==> run_1/cell_classes.png <==
Scale: 3 px per um.
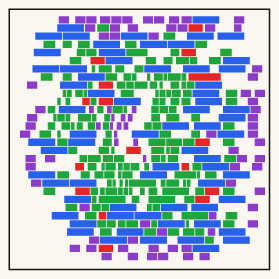
==> run_1/port_nets.png <==
Scale: 6 px per um.
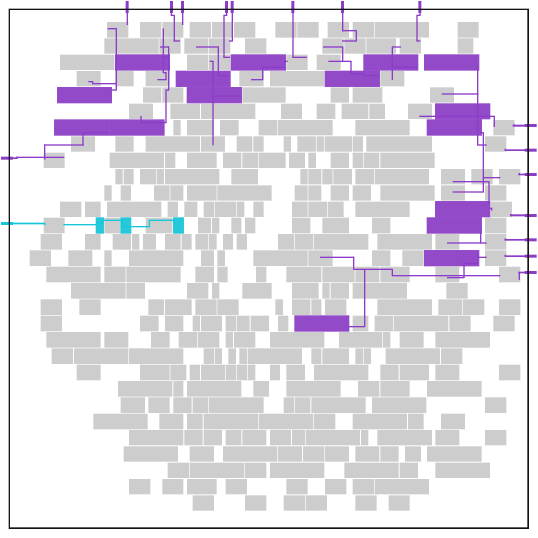
==> run_1/met3.png <==
Scale: 4 px per um.
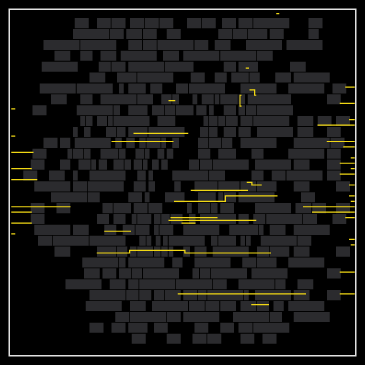
==> run_1/clock_map.png <==
Scale: 6 px per um.
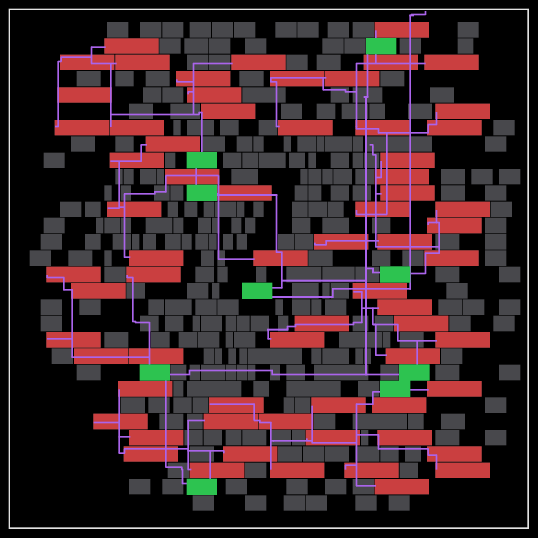
==> config.mk <==
export PLATFORM = sky130hd
export DESIGN_NAME = bit_16
export DESIGN_NICKNAME = d
export VERILOG_FILES = /design/src/rtl/bit_16.sv
export SDC_FILE = /design/constraint.sdc
export NUM_CORES = 1
export LEC_CHECK = 0
export CORE_MARGIN = 1
export CORE_UTILIZATION = 45
export CTS_CLUSTER_DIAMETER = 40
export DETAILED_ROUTE_END_ITERATION = 16
export GPL_TIMING_DRIVEN = 0
export PLACE_DENSITY = 0.78
export SYNTH_ARGS = -nofsm -noshare
export SYNTH_HDL_FRONTEND = slang
export SYNTH_SLANG_ARGS = --single-unit
export TNS_END_PERCENT = 10
==> constraint.sdc <==
create_clock -name clk -period 2.09 [get_ports clk]
set_input_delay 0.209 -clock clk [delete_from_list [all_inputs] [get_ports clk]]
set_output_delay 0.209 -clock clk [all_outputs]
set_load 0.02 [all_outputs]
==> Flow_metrics.wiki <==
== Run summary ==
{| class="wikitable"
! Metric !! Value
|-
| Vias in the first global route || about 2400
|-
| Worst hold path depth || 2
|-
| Synthesis-stage register bit count || roughly 67
|-
| Worst endpoint required time || approximately 2.3 ns
|-
| First-pass GRT wire length || 11870 um
|-
| Estimated wirelength of the detail-placed design || 5005 um
|-
| All-layer global routing usage || 0.2120
|-
| Post-route clock period utilization || 0.9866
|-
| Placed Cells incl. Taps || around 420
|-
| Smallest setup slack after layout || 0.02803 ns
|-
| Count of placed standard cells in the final layout, fillers left out || 437
|-
| Max_slew headroom || 0.4428
|-
| Critical path peak fanout || 3
|-
| Routed length per placed instance || roughly 17 um
|-
| IR Drop Worst-Case VDD || around 0.6 mV
|-
| DIE AREA || 0.007439 mm2
|-
| Global placer's final weighted congestion || a little over 0.8
|-
| Number of distinct library cells after synthesis || 43
|-
| Share of the yosys chip area belonging to registers || 0.5249
|-
| Slew Limit Fails || 0
|-
| Fraction of final layout cells with drive strength greater than 1 || 0.1290
|-
| Clock buffer count from CTS || 9
|-
| Hold violation count in the final report || 0
|-
| Most frequent cells after synthesis || 67 x sky130_fd_sc_hd__dfrtp_1, 33 x sky130_fd_sc_hd__mux2_1, 16 x sky130_fd_sc_hd__a22o_1
|-
| Pre-antenna DRT Iters || 4
|-
| Hold slack final || 0.4753 ns
|-
| Post-Place Worst Slack || -0.3004 ns
|-
| Final #Nets || around 390
|-
| Vias per cell || 5.437
|-
| Endpoint type of the worst setup path || register
|-
| Result of the run || complete, no violations
|-
| Max Root-Sink Buffers || 2
|-
| Internal reg-to-reg setup slack || about 0.040 ns
|-
| Cell depth of the worst flop-to-flop path || 8
|-
| Pin count of the biggest net entering global routing || 68
|-
| Met1 capacity usage during global routing || 0.2835
|-
| Clock Root Buffer || sky130_fd_sc_hd__clkbuf_8
|-
| Count of synthesis-stage warnings from yosys || 0
|-
| Maximum clock rate || about 480 MHz
|-
| Initial antenna violation count || 0
|-
| Most popular library cell in the synthesized design by count || sky130_fd_sc_hd__dfrtp_1
|-
| Power Total || about 0.0066 W
|-
| Main area contributors || sky130_fd_sc_hd__dfrtp_1 52%, sky130_fd_sc_hd__mux2_1 12%, sky130_fd_sc_hd__ha_1 5.5%, sky130_fd_sc_hd__a22o_1 4.4%, sky130_fd_sc_hd__buf_2 1.6%
|-
| Yosys chip area || roughly 0.0032 mm2
|-
| N_diodes || 0
|-
| Cell area after synthesis || between 0.003 and 0.004 mm2
|-
| Async SR Flop Fraction || 1.000
|-
| Post-synth EDFFs || 0
|-
| Yosys cell count || ~260
|-
| Area share of the leading cell type in the synthesized netlist || 0.5249
|-
| Data arrival time of the critical path || between 2 and 2.5 ns
|-
| Grt ovf || 0
|-
| Floorplan Nets || 307
|-
| Via count of the routed design || about 2400
|-
| Critical Path Start Type || input pin
|-
| Max-cap violation count || 0
|-
| Post-synth top area cell || sky130_fd_sc_hd__dfrtp_1
|-
| Final count of negative-setup-slack endpoints || 0
|-
| Minimum clock period || 2.062 ns
|-
| Post-detailed-route DRC marker count || 0
|-
| Number of H-tree levels || 3
|-
| Routing layer with the top usage in global route || met2
|-
| Leakage dissipation || 1.914 nW
|-
| Initial Utilization || 0.4676
|-
| Cell area power density || 1529 mW/mm2
|-
| Floorplan die height || 86.25 um
|-
| Per-instance average area after synthesis || approximately 12 um2
|-
| Top logic cells by instance count in the layout || 67 x sky130_fd_sc_hd__dfrtp_1, 65 x sky130_fd_sc_hd__clkdlybuf4s50_1, 33 x sky130_fd_sc_hd__mux2_1
|-
| Met2 demand-to-capacity share in global routing || 0.3391
|-
| Detail Route Antenna Nets || 0
|-
| Total negative slack || 0 ns
|-
| Cell area after placement || a little under 0.004 mm2
|-
| Most frequent standard cell in the layout excluding fill and tap cells || sky130_fd_sc_hd__dfrtp_1
|-
| Cells after synthesis || 256
|-
| Drt initial violations || about 130
|-
| Tally of OpenROAD warnings || 26
|-
| Area delta synth->final || 34.55%
|-
| Top_reg_cell synth || sky130_fd_sc_hd__dfrtp_1
|-
| CTS clock-pin slew for the worst setup and hold paths || approximately 0.080 ns
|}
Notes on cell_classes.png above:
[green] all other logic | cells: 175 | share of their area: 37%
[purple] other buffers and delay cells | cells: 83 | share of their area: 18%
[red] clock drivers and dummy loads | cells: 16 | share of their area: 5.1%
[blue] flip-flops | cells: 67 | share of their area: 40%
Placeable Area: 0.006832 mm2
Core Rows: 30
post-route design area: 0.004298 mm2
utilization after layout: 0.6291

Notes on port_nets.png above:
[cyan] start | bits: 1 | direction: input | edge: left | end cells: 3 | buffers: 1 | wire: 27.3 um
[purple] product2 | bits: 16 | direction: output | edge: 8 top, 7 right, 1 left | end cells: 16 | buffers: 16 | wire: 333 um
count of buffers inserted at the top-level ports: 66
total I/O pin count: 67

Notes on met3.png above:
main direction: horizontal
share of all routed wire: 4.3%
nets with wire on the layer: 41
wire length on this layer: 317 um
met3 usage: 0.03429
wirelength, routed: 7459 um

Notes on clock_map.png above:
[red] flip-flops | count: 67
[purple] clock wires | length: 835 um
[green] cells driving clock nets | count: 9
flops lie: all over the die
relative contribution of the clock network to total power: 0.172
Clk power: 0.00113 W
clk ins delay skew pair: 0.35 ns
Setup Skew: 0.01056 ns

run 1: report_power, final:
| group | leakage [nW] | internal, W | switching (W) |
|---|---|---|---|
| combinational | 0.957 | 0.00158 | 0.00165 |
| sequential | 0.859 | 0.00186 | 0.000355 |
| clock | 0.0978 | 0.000617 | 0.000513 |
run 1: critical path: stages:
cell and delay [ns]:
sky130_fd_sc_hd__clkdlybuf4s50_1 0.52, sky130_fd_sc_hd__ha_2 0.22, sky130_fd_sc_hd__inv_1 0.05, sky130_fd_sc_hd__fa_1 0.41
sky130_fd_sc_hd__nor2b_2 0.16, sky130_fd_sc_hd__o21ai_1 0.09, sky130_fd_sc_hd__a21oi_1 0.21, sky130_fd_sc_hd__o21ai_0 0.14
sky130_fd_sc_hd__o311ai_1 0.27
run 1: metal layers:
layer | wire [um] | up-vias
met3 | 317 | 6
met2 | 3639 | 61
met1 | 3411 | 1186
li1 | - | 1123
met4 | 91 | 0
met5 | 0 | -
run 1: cells by family (layout without fill, tap and decap cells):
kind of cell               after synthesis  after routing  share of synthesized area
xor gates and xnor gates                 5              5                    0.01371
DFF                                     67             67                     0.5249
muxes                                   35             35                     0.1226
buffers and inverters                   23            108                    0.03094
adders and majority gates               16             16                    0.06737
and+or+nand+nor                         43             43                    0.07874
AOI/OAI and AO/OA                       67             67                     0.1618
run 1: layout make-up:
class                      count  area [um2]
fill                         536        2534
sequential                    67        1677
multi-input combinational    166        1506
timing repair buffer          69       683.2
clock buffer                  11       151.4
tap                           96       120.1
buffer                        14       65.06
clock inverter                 5       61.31
inverter                       9       33.78
run 1: timing repair:
item | in CTS | in global routing
setup buffers | 0 | 2
endpoints found under the setup margin | 1 | 3
pin swaps | 0 | 1
gates cloned | 0 | 0
hold endpoints to repair | 54 | 0
resized | 1 | 12
hold buffers | 1 | 0
No activity file was given, so power comes from the tool's default toggle rates.
